[src/rtl/stack_unit_pkg.sv]
// Shared definitions for the hardware stack unit.
//   op_e        : decoded stack operation, one per cycle
//   RET_OFFSET  : byte distance from a CALL instruction to its return address
//   encode_op   : fixed-priority strobe encoder (RET > CALL > POP > PUSH)
//   multi_strobe: true when more than one strobe is raised in the same cycle
package stack_pkg;

  typedef enum logic [2:0] {
    OP_NONE,
    OP_PUSH,
    OP_POP,
    OP_CALL,
    OP_RET
  } op_e;

  localparam int RET_OFFSET = 4;

  function automatic op_e encode_op(input logic push, input logic pop,
                                    input logic call, input logic ret);
    if (ret)       return OP_RET;
    else if (call) return OP_CALL;
    else if (pop)  return OP_POP;
    else if (push) return OP_PUSH;
    else           return OP_NONE;
  endfunction

  function automatic logic multi_strobe(input logic push, input logic pop,
                                        input logic call, input logic ret);
    logic [2:0] n;
    n = {2'b00, push} + {2'b00, pop} + {2'b00, call} + {2'b00, ret};
    return (n > 3'd1);
  endfunction

endpackage

[src/rtl/stack_unit_if.sv]
// Bundle of the stack unit's datapath-facing signals.
//   master : the decoder/writeback side (drives strobes, DATA_IN, PC)
//   slave  : the stack unit itself (drives POP_VAL, RET_ADDR, RD_VALID,
//            SP, EMPTY, FULL, FAULT)
//
// Handshake: there is none. PUSH/POP/CALL/RET are level-sampled on every
// rising clk edge; a strobe held high for k cycles performs k operations.
// RD_VALID is a one-cycle pulse meaning POP_VAL or RET_ADDR was loaded at
// the last edge; the consumer cannot stall it.
interface stack_unit_if #(
  parameter int DEPTH = 16,
  parameter int WIDTH = 32
);
  localparam int SPW = $clog2(DEPTH) + 1;

  logic             PUSH;
  logic             POP;
  logic             CALL;
  logic             RET;
  logic [WIDTH-1:0] DATA_IN;
  logic [WIDTH-1:0] PC;
  logic [WIDTH-1:0] POP_VAL;
  logic [WIDTH-1:0] RET_ADDR;
  logic             RD_VALID;
  logic [SPW-1:0]   SP;
  logic             EMPTY;
  logic             FULL;
  logic             FAULT;

  modport master (
    output PUSH, POP, CALL, RET, DATA_IN, PC,
    input  POP_VAL, RET_ADDR, RD_VALID, SP, EMPTY, FULL, FAULT
  );

  modport slave (
    input  PUSH, POP, CALL, RET, DATA_IN, PC,
    output POP_VAL, RET_ADDR, RD_VALID, SP, EMPTY, FULL, FAULT
  );

endinterface

[src/rtl/stack_unit_ram.sv]
// Storage array for the stack: DEPTH x WIDTH entries, one synchronous write
// port and one asynchronous read port. Contents are never reset.
//   clk   : write clock
//   we    : write enable
//   waddr : write index
//   wdata : write data
//   raddr : read index (combinational read)
//   rdata : read data
module stack_ram #(
  parameter int UUID  = 0,
  parameter int DEPTH = 16,
  parameter int WIDTH = 32,
  parameter int AW    = $clog2(DEPTH)
) (
  input  logic             clk,
  input  logic             we,
  input  logic [AW-1:0]    waddr,
  input  logic [WIDTH-1:0] wdata,
  input  logic [AW-1:0]    raddr,
  output logic [WIDTH-1:0] rdata
);

  logic [WIDTH-1:0] mem_q [DEPTH];

  always_ff @(posedge clk) begin
    if (we) mem_q[waddr] <= wdata;
  end

  assign rdata = mem_q[raddr];

endmodule

[src/rtl/stack_unit.sv]
// Hardware LIFO for PUSH/POP/CALL/RET. Produces the popped data word
// (POP_VAL) and popped return address (RET_ADDR) for writeback.
//   clk  : rising-edge clock
//   rst  : synchronous active-high reset; clears SP, flags and outputs
//   sbus : stack_unit_if slave port (strobes, DATA_IN, PC in; results out)
// The stack grows upward: writes go to entry SP, reads come from SP-1.
// The stack state (empty / partial / full) is carried entirely by SP.
module stack_unit
  import stack_pkg::*;
#(
  parameter int    UUID  = 0,
  parameter string NAME  = "",
  parameter int    DEPTH = 16,
  parameter int    WIDTH = 32
) (
  input  logic         clk,
  input  logic         rst,
  stack_unit_if.slave  sbus
);

  localparam int AW  = $clog2(DEPTH);
  localparam int SPW = AW + 1;

  logic [SPW-1:0]   sp_q, sp_d;
  logic             empty_q, empty_d;
  logic             full_q, full_d;
  logic             fault_q, fault_d;
  logic [WIDTH-1:0] pop_val_q, pop_val_d;
  logic [WIDTH-1:0] ret_addr_q, ret_addr_d;
  logic             rd_valid_q, rd_valid_d;

  op_e              op;
  logic             multi;
  logic             is_empty;
  logic             is_full;
  logic             ram_we;
  logic [WIDTH-1:0] ram_wdata;
  logic [WIDTH-1:0] ram_rdata;
  logic [AW-1:0]    ram_waddr;
  logic [AW-1:0]    ram_raddr;

  assign op        = encode_op(sbus.PUSH, sbus.POP, sbus.CALL, sbus.RET);
  assign multi     = multi_strobe(sbus.PUSH, sbus.POP, sbus.CALL, sbus.RET);
  assign is_empty  = (sp_q == '0);
  assign is_full   = (sp_q == SPW'(DEPTH));

  // When full the write index aliases entry 0, but no write is issued then.
  // When empty the read index wraps to DEPTH-1; the read result is replaced
  // by zero in that case.
  assign ram_waddr = sp_q[AW-1:0];
  assign ram_raddr = sp_q[AW-1:0] - AW'(1);

  stack_ram #(
    .UUID  (UUID),
    .DEPTH (DEPTH),
    .WIDTH (WIDTH),
    .AW    (AW)
  ) u_ram (
    .clk   (clk),
    .we    (ram_we),
    .waddr (ram_waddr),
    .wdata (ram_wdata),
    .raddr (ram_raddr),
    .rdata (ram_rdata)
  );

  always_comb begin
    sp_d       = sp_q;
    fault_d    = fault_q;
    pop_val_d  = pop_val_q;
    ret_addr_d = ret_addr_q;
    rd_valid_d = 1'b0;
    ram_we     = 1'b0;
    // CALL stores the return address; PC+4 wraps modulo 2^WIDTH silently.
    ram_wdata  = (op == OP_CALL) ? (sbus.PC + WIDTH'(RET_OFFSET)) : sbus.DATA_IN;

    unique case (op)
      OP_PUSH, OP_CALL: begin
        if (is_full) begin
          fault_d = 1'b1;
        end else begin
          ram_we = 1'b1;
          sp_d   = sp_q + SPW'(1);
        end
      end
      OP_POP: begin
        rd_valid_d = 1'b1;
        if (is_empty) begin
          pop_val_d = '0;
          fault_d   = 1'b1;
        end else begin
          pop_val_d = ram_rdata;
          sp_d      = sp_q - SPW'(1);
        end
      end
      OP_RET: begin
        rd_valid_d = 1'b1;
        if (is_empty) begin
          ret_addr_d = '0;
          fault_d    = 1'b1;
        end else begin
          ret_addr_d = ram_rdata;
          sp_d       = sp_q - SPW'(1);
        end
      end
      default: ;
    endcase

    // Only the winning strobe executes, but the collision itself is an error.
    if (multi) fault_d = 1'b1;

    empty_d = (sp_d == '0);
    full_d  = (sp_d == SPW'(DEPTH));
  end

  always_ff @(posedge clk) begin
    if (rst) begin
      sp_q       <= '0;
      empty_q    <= 1'b1;
      full_q     <= 1'b0;
      fault_q    <= 1'b0;
      pop_val_q  <= '0;
      ret_addr_q <= '0;
      rd_valid_q <= 1'b0;
    end else begin
      sp_q       <= sp_d;
      empty_q    <= empty_d;
      full_q     <= full_d;
      fault_q    <= fault_d;
      pop_val_q  <= pop_val_d;
      ret_addr_q <= ret_addr_d;
      rd_valid_q <= rd_valid_d;
    end
  end

  assign sbus.SP       = sp_q;
  assign sbus.EMPTY    = empty_q;
  assign sbus.FULL     = full_q;
  assign sbus.FAULT    = fault_q;
  assign sbus.POP_VAL  = pop_val_q;
  assign sbus.RET_ADDR = ret_addr_q;
  assign sbus.RD_VALID = rd_valid_q;

endmodule

[src/flat_wrapper.sv]
// flat-port wrapper written by rule: the top's interface ports become plain ports
module stack_unit_flat import stack_pkg::*;
#(
  parameter int    UUID  = 0,
  parameter string NAME  = "",
  parameter int    DEPTH = 16,
  parameter int    WIDTH = 32
)
  (clk, rst, sbus_PUSH, sbus_POP, sbus_CALL, sbus_RET, sbus_DATA_IN, sbus_PC, sbus_POP_VAL, sbus_RET_ADDR, sbus_RD_VALID, sbus_SP, sbus_EMPTY, sbus_FULL, sbus_FAULT);
  stack_unit_if #(.DEPTH(DEPTH), .WIDTH(WIDTH)) sbus_i ();
  input  logic clk;
  input  logic rst;
  input wire logic [$bits(sbus_i.PUSH)-1:0] sbus_PUSH;
  input wire logic [$bits(sbus_i.POP)-1:0] sbus_POP;
  input wire logic [$bits(sbus_i.CALL)-1:0] sbus_CALL;
  input wire logic [$bits(sbus_i.RET)-1:0] sbus_RET;
  input wire logic [$bits(sbus_i.DATA_IN)-1:0] sbus_DATA_IN;
  input wire logic [$bits(sbus_i.PC)-1:0] sbus_PC;
  output wire logic [$bits(sbus_i.POP_VAL)-1:0] sbus_POP_VAL;
  output wire logic [$bits(sbus_i.RET_ADDR)-1:0] sbus_RET_ADDR;
  output wire logic [$bits(sbus_i.RD_VALID)-1:0] sbus_RD_VALID;
  output wire logic [$bits(sbus_i.SP)-1:0] sbus_SP;
  output wire logic [$bits(sbus_i.EMPTY)-1:0] sbus_EMPTY;
  output wire logic [$bits(sbus_i.FULL)-1:0] sbus_FULL;
  output wire logic [$bits(sbus_i.FAULT)-1:0] sbus_FAULT;
  assign sbus_i.PUSH = sbus_PUSH;
  assign sbus_i.POP = sbus_POP;
  assign sbus_i.CALL = sbus_CALL;
  assign sbus_i.RET = sbus_RET;
  assign sbus_i.DATA_IN = sbus_DATA_IN;
  assign sbus_i.PC = sbus_PC;
  assign sbus_POP_VAL = sbus_i.POP_VAL;
  assign sbus_RET_ADDR = sbus_i.RET_ADDR;
  assign sbus_RD_VALID = sbus_i.RD_VALID;
  assign sbus_SP = sbus_i.SP;
  assign sbus_EMPTY = sbus_i.EMPTY;
  assign sbus_FULL = sbus_i.FULL;
  assign sbus_FAULT = sbus_i.FAULT;
  stack_unit #(.UUID(UUID), .NAME(NAME), .DEPTH(DEPTH), .WIDTH(WIDTH)) u_core (.clk(clk), .rst(rst), .sbus(sbus_i));
endmodule
[config.mk]
export PLATFORM = sky130hd
export DESIGN_NAME = stack_unit_flat
export DESIGN_NICKNAME = d
export VERILOG_FILES = /design/src/rtl/stack_unit_pkg.sv /design/src/rtl/stack_unit_if.sv /design/src/rtl/stack_unit_ram.sv /design/src/rtl/stack_unit.sv /design/src/flat_wrapper.sv
export SDC_FILE = /design/constraint.sdc
export NUM_CORES = 1
export LEC_CHECK = 0
export ABC_AREA = 1
export CORE_UTILIZATION = 30
export CTS_CLUSTER_DIAMETER = 60
export DETAILED_ROUTE_END_ITERATION = 10
export RECOVER_POWER = 100
export SETUP_SLACK_MARGIN = 0.2
export SLEW_MARGIN = 15
export SYNTH_ARGS = -nofsm -noshare
export SYNTH_HDL_FRONTEND = slang
export SYNTH_SLANG_ARGS = --single-unit
[constraint.sdc]
create_clock -name clk -period 6.9 [get_ports clk]
set_clock_uncertainty 0.15 [all_clocks]
set_input_delay 1.035 -clock clk [delete_from_list [all_inputs] [get_ports clk]]
set_output_delay 1.035 -clock clk [all_outputs]
set_load 0.01 [all_outputs]
### Clock network drawn from the DEF

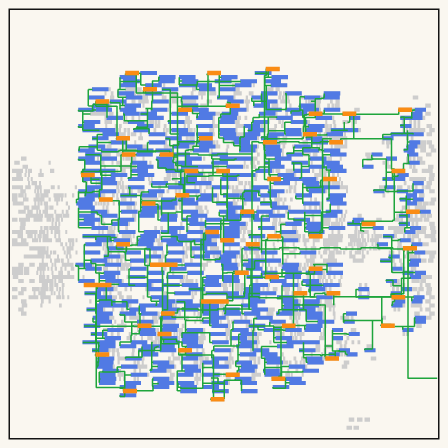
legend:
  blue:
    item: flip-flops
    count: 585
  orange:
    item: cells driving clock nets
    count: 60
  green:
    item: clock wires
    length: 6900 um
routed clock nets: 61

### Routing congestion

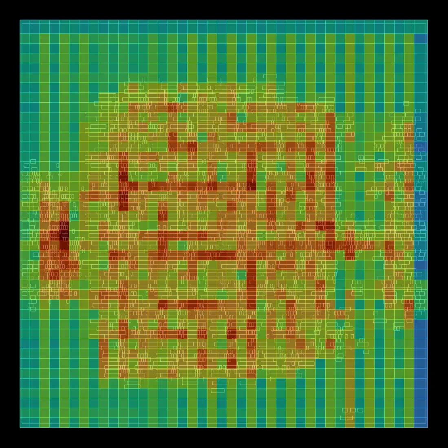
gr usage total: 16.5%
Avg WL per Cell: 19.9 um
global-route track usage on met3: 4.49%
global route hottest layer: met1

### Ports around the boundary

Pins as bars across the die edge, other pins in grey.
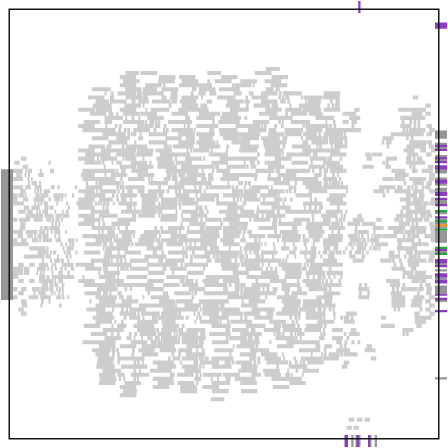
legend:
  orange:
    port: sbus_EMPTY
    pins: 1
    direction: output
    edge: right
  purple:
    port: sbus_RET_ADDR
    pins: 32
    direction: output
    edge: 27 right, 4 bottom, 1 top
  green:
    port: sbus_SP
    pins: 5
    direction: output
    edge: right
all pins by edge: 69 right, 64 left, 9 bottom, 1 top

==> results.txt <==
Latest figures from synthesis and place and route.

The flow ran to the end, but the final reports show violations. The final reports fail on capacitance limit, slew limit. The register with the most flip-flops in the final layout is u_core.u_ram.mem_q. The total of cells resized after clock tree synthesis is 0. For reference, the final report shows the max-slew violation count at between 600 and 700.

The register share of total power is 35.3%. Entering global routing, the biggest net connects 188 pins. The portion of the layout cell area used by non-clock buffers is between 5 and 6%.

The area fraction of the dominant cell type after synthesis is 63.8%. The path class of the tightest hold or removal check is flop to flop. Between the synthesized netlist and the finished layout, the area growth was recorded as 19.1%. Sequential cells were found to cover 69.8% of the synthesized design area.

The cell area after technology mapping is 0.0241 mm^2. The final setup violation count is 0. In this run the maximum-capacitance check reported violations numbering 23.

The largest stage delay on the critical path is approximately 2.2 ns. According to the timing report, the critical path is launched from u_core.sbus.SP[0]$_SDFF_PP0_. sky130_fd_sc_hd__nand2_1 is the most common cell in the netlist.

The total power density per cell area is 426 mW/mm^2. On met2, the global router reports a usage of 23.4%. CTS added clock buffers totalling roughly 60. After detailed routing, the met2 layer carries 28200 um of wire.

The fraction of final layout cells with drive strength greater than 1 is just over 5%. For this run, the number of standard cells in the final layout without fillers is 3437.
Power figures rest on the tool's default switching activity, not on a simulated workload.
